==> config.mk <==
export PLATFORM = sky130hd
export DESIGN_NAME = fir_tap_mac
export DESIGN_NICKNAME = d
export VERILOG_FILES = /design/src/rtl/fir_pkg.sv /design/src/rtl/fir_coef_bank.sv /design/src/rtl/fir_tap_mac.sv
export SDC_FILE = /design/constraint.sdc
export NUM_CORES = 2
export LEC_CHECK = 0
export ABC_AREA = 1
export CAP_MARGIN = 40
export CORE_MARGIN = 2
export CORE_UTILIZATION = 56
export CTS_CLUSTER_DIAMETER = 30
export DETAILED_ROUTE_END_ITERATION = 12
export HOLD_SLACK_MARGIN = 0.08
export PLACE_DENSITY_LB_ADDON = 0.3
export SYNTH_ARGS = -nofsm -noshare
export SYNTH_HDL_FRONTEND = slang
export SYNTH_SLANG_ARGS = --single-unit
==> constraint.sdc <==
create_clock -name iClk12M -period 6.3 [get_ports iClk12M]
set_input_delay 1.26 -clock iClk12M [delete_from_list [all_inputs] [get_ports iClk12M]]
set_output_delay 1.26 -clock iClk12M [all_outputs]
set_load 0.05 [all_outputs]
==> src/rtl/fir_pkg.sv <==
// rtl/fir_pkg.sv - shared constants and state type for the 40-tap FIR MAC reader
package fir_pkg;
    localparam int NUM_TAPS       = 40;
    localparam int TAPS_PER_PHASE = 4;
    localparam int NUM_PHASES     = 10;
    localparam int TAP_W          = 3;
    localparam int COEF_W         = 16;
    localparam int ACC_W          = TAP_W + COEF_W + 6;
    localparam int PHASE_W        = 4;
    localparam int ADDR_W         = 6;

    typedef enum logic {
        IDLE = 1'b0,
        MAC  = 1'b1
    } state_t;
endpackage

==> src/rtl/fir_coef_bank.sv <==
// rtl/fir_coef_bank.sv - 40-entry signed coefficient register file, one write port, four phase-indexed read ports
module fir_coef_bank #(
    parameter int COEF_W = fir_pkg::COEF_W
) (
    input  logic                                   clk,
    input  logic                                   rst_n,
    input  logic                                   wr_en,
    input  logic [fir_pkg::ADDR_W-1:0]             wr_addr,
    input  logic [COEF_W-1:0]                      wr_data,
    input  logic [fir_pkg::PHASE_W-1:0]            phase,
    output logic [fir_pkg::TAPS_PER_PHASE-1:0][COEF_W-1:0] rd_data
);
    import fir_pkg::*;

    logic [COEF_W-1:0] coef [NUM_TAPS];
    logic [ADDR_W-1:0] base;

    always_ff @(posedge clk or negedge rst_n) begin
        if (!rst_n) begin
            for (int i = 0; i < NUM_TAPS; i++) begin
                coef[i] <= '0;
            end
        end else if (wr_en) begin
            coef[wr_addr] <= wr_data;
        end
    end

    assign base = {phase, 2'b00};

    always_comb begin
        for (int j = 0; j < TAPS_PER_PHASE; j++) begin
            rd_data[j] = coef[base + ADDR_W'(j)];
        end
    end
endmodule

==> src/rtl/fir_tap_mac.sv <==
// rtl/fir_tap_mac.sv - snapshots 40 delay taps and accumulates them against programmable coefficients, four taps per clock
module fir_tap_mac #(
    parameter int WIDTH  = 3,
    parameter int COEF_W = fir_pkg::COEF_W,
    parameter int ACC_W  = WIDTH + COEF_W + 6
) (
    input  logic                        iClk12M,
    input  logic                        iRsn,
    input  logic                        iEnMac,
    input  logic [WIDTH-1:0]            iDelay1,  iDelay2,  iDelay3,  iDelay4,  iDelay5,
    input  logic [WIDTH-1:0]            iDelay6,  iDelay7,  iDelay8,  iDelay9,  iDelay10,
    input  logic [WIDTH-1:0]            iDelay11, iDelay12, iDelay13, iDelay14, iDelay15,
    input  logic [WIDTH-1:0]            iDelay16, iDelay17, iDelay18, iDelay19, iDelay20,
    input  logic [WIDTH-1:0]            iDelay21, iDelay22, iDelay23, iDelay24, iDelay25,
    input  logic [WIDTH-1:0]            iDelay26, iDelay27, iDelay28, iDelay29, iDelay30,
    input  logic [WIDTH-1:0]            iDelay31, iDelay32, iDelay33, iDelay34, iDelay35,
    input  logic [WIDTH-1:0]            iDelay36, iDelay37, iDelay38, iDelay39, iDelay40,
    input  logic                        iCoefWr,
    input  logic [fir_pkg::ADDR_W-1:0]  iCoefAddr,
    input  logic [COEF_W-1:0]           iCoefData,
    output logic [ACC_W-1:0]            oFirOut,
    output logic                        oValid,
    output logic                        oBusy
);
    import fir_pkg::*;

    state_t                                    state, state_nxt;
    logic [PHASE_W-1:0]                        phase;
    logic [NUM_TAPS-1:0][WIDTH-1:0]            taps, snap;
    logic [TAPS_PER_PHASE-1:0][COEF_W-1:0]     coef_rd;
    logic signed [WIDTH+COEF_W-1:0]            prod [TAPS_PER_PHASE];
    logic signed [ACC_W-1:0]                   phase_sum, acc;
    logic [ADDR_W-1:0]                         base;
    logic                                      coef_wr_en;
    logic                                      last_phase;

    assign taps = {iDelay40, iDelay39, iDelay38, iDelay37, iDelay36, iDelay35, iDelay34, iDelay33,
                   iDelay32, iDelay31, iDelay30, iDelay29, iDelay28, iDelay27, iDelay26, iDelay25,
                   iDelay24, iDelay23, iDelay22, iDelay21, iDelay20, iDelay19, iDelay18, iDelay17,
                   iDelay16, iDelay15, iDelay14, iDelay13, iDelay12, iDelay11, iDelay10, iDelay9,
                   iDelay8,  iDelay7,  iDelay6,  iDelay5,  iDelay4,  iDelay3,  iDelay2,  iDelay1};

    // oBusy tracks the MAC state exactly, so it doubles as the write lockout
    assign coef_wr_en = iCoefWr && !oBusy && (iCoefAddr < ADDR_W'(NUM_TAPS));
    assign last_phase = (phase == PHASE_W'(NUM_PHASES - 1));
    assign base       = {phase, 2'b00};

    fir_coef_bank #(.COEF_W(COEF_W)) u_coef_bank (
        .clk     (iClk12M),
        .rst_n   (iRsn),
        .wr_en   (coef_wr_en),
        .wr_addr (iCoefAddr),
        .wr_data (iCoefData),
        .phase   (phase),
        .rd_data (coef_rd)
    );

    always_comb begin
        phase_sum = '0;
        for (int j = 0; j < TAPS_PER_PHASE; j++) begin
            prod[j]   = $signed(snap[base + ADDR_W'(j)]) * $signed(coef_rd[j]);
            phase_sum = phase_sum + ACC_W'(prod[j]);
        end
    end

    always_ff @(posedge iClk12M or negedge iRsn) begin
        if (!iRsn) begin
            state <= IDLE;
        end else begin
            state <= state_nxt;
        end
    end

    always_comb begin
        state_nxt = state;
        case (state)
            IDLE:    if (iEnMac) state_nxt = MAC;
            MAC:     if (last_phase) state_nxt = IDLE;
            default: state_nxt = IDLE;
        endcase
    end

    always_ff @(posedge iClk12M or negedge iRsn) begin
        if (!iRsn) begin
            phase   <= '0;
            snap    <= '0;
            acc     <= '0;
            oFirOut <= '0;
            oValid  <= 1'b0;
            oBusy   <= 1'b0;
        end else begin
            oValid <= 1'b0;
            if (state == IDLE) begin
                if (iEnMac) begin
                    snap  <= taps;
                    acc   <= '0;
                    phase <= '0;
                    oBusy <= 1'b1;
                end
            end else begin
                acc <= acc + phase_sum;
                if (last_phase) begin
                    oFirOut <= acc + phase_sum;
                    oValid  <= 1'b1;
                    oBusy   <= 1'b0;
                    phase   <= '0;
                end else begin
                    phase <= phase + 1'b1;
                end
            end
        end
    end
endmodule

==> notes.md <==
Flow results are below.

- Per the synthesis report, the number of distinct cell types is 49.
- Setup repair after global routing could not meet its margin everywhere.
- Per the synthesis report, the dominant area consumer among library cells is sky130_fd_sc_hd__dfrtp_1.
- The detailed-route DRC error count is 0, for reference.
- The die covers 80,200 um2.
- The startpoint identified for the worst hold timing path is u_coef_bank.coef[289].
- The flow ran to the end, but the final reports show violations.
- For this run, the register share of the synthesized area comes to 0.469.
- CTS reports a maximum clock tree buffer depth of 3.
- In this run the cell area of the synthesized design comes to 43,600 um2.
- STA puts the critical path data required time at 6930 ps.
- The count of nets left with antenna violations once routing finished came out at 0.
- The post-layout worst setup margin is -397 ps, for reference.
- The cell with the largest stage delay on the worst path is sky130_fd_sc_hd__fa_1, for reference.
- The final tally of setup violations is 44, for reference.
- The final reports fail on setup timing.
- The number of global-route vias before repair came to 40.6k.
- The dominant cell by count in the synthesized netlist is sky130_fd_sc_hd__nand2_1, for reference.
- The first global-routing pass estimated 230,000 um of wire.
- Measured along the x axis, the die boundary spans 283 um.
- With fillers left out, the area of the finished cells amounts to 57,100 um2.
## registers in the layout (all words and copies together) (netlist names)
register	count
acc	25
oBusy	1
oFirOut	25
oValid	1
phase	4
snap	120
state	1
u_coef_bank.coef	640
## area by class of cell
| type | instances | area, um2 | area share |
|---|---|---|---|
| multi-input cells | 3458 | 21800 | 0.382 |
| flip-flops and latches | 817 | 20500 | 0.358 |
| repair buffers | 638 | 6560 | 0.115 |
| clock buffers | 188 | 4300 | 0.0754 |
| clock inverters | 107 | 1580 | 0.0277 |
| well taps | 1040 | 1300 | 0.0228 |
| inverters | 284 | 1090 | 0.0191 |
| diodes | 1 | 2.50 | 0.0000439 |
## cell families after synthesis
logic type               count (synthesis)  synth area share
XOR/XNOR                                18           0.00396
AND/OR/NAND/NOR                       1801             0.165
AND-OR/OR-AND                         1246             0.159
adder cells (fa/ha/maj)                268             0.113
flip-flops                             817             0.469
multiplexers                           125            0.0319
buffers and inverters                  655            0.0595
## per-layer routing
layer	track usage	share of wire	wire, um	up-vias
met5	0	0	0	-
met4	0.200	0.059	8780	0
met3	0.0952	0.11	15700	601
met2	0.575	0.46	67800	2561
met1	0.469	0.38	55800	19400
li1	-	-	-	17200
## stage by stage
stage / utilization / instances / hold WS, ps
detailed placement: 0.637 / 6190 / 466
CTS: 0.732 / 6521 / 479
floorplan: - / 4930 / 448
global placement: 0.627 / 6151 / 460
global route: 0.738 / 6532 / 494
finish: 0.738 / 6533 / 478
Met2 routing:
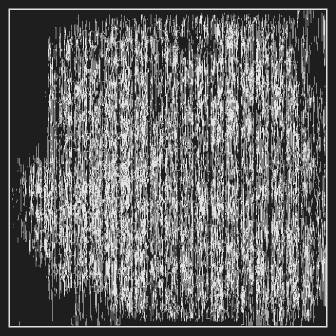
The wires run mostly vertical. The layer carries 67.8 mm of wire. The longest straight run is 100 um. The layer holds 46% of the routed length.
via count: 39.8k
met2 capacity usage during global routing: 0.575
total wire length: 148,000 um

The metal 1 layer:
Bar = 100 um.
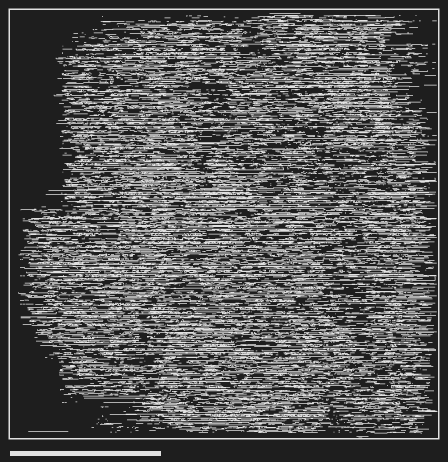
The wires run mostly horizontal. The layer carries 55.8 mm of wire. The layer holds 38% of the routed length. The longest straight run is 64.2 um. 5,447 nets have wire on it.

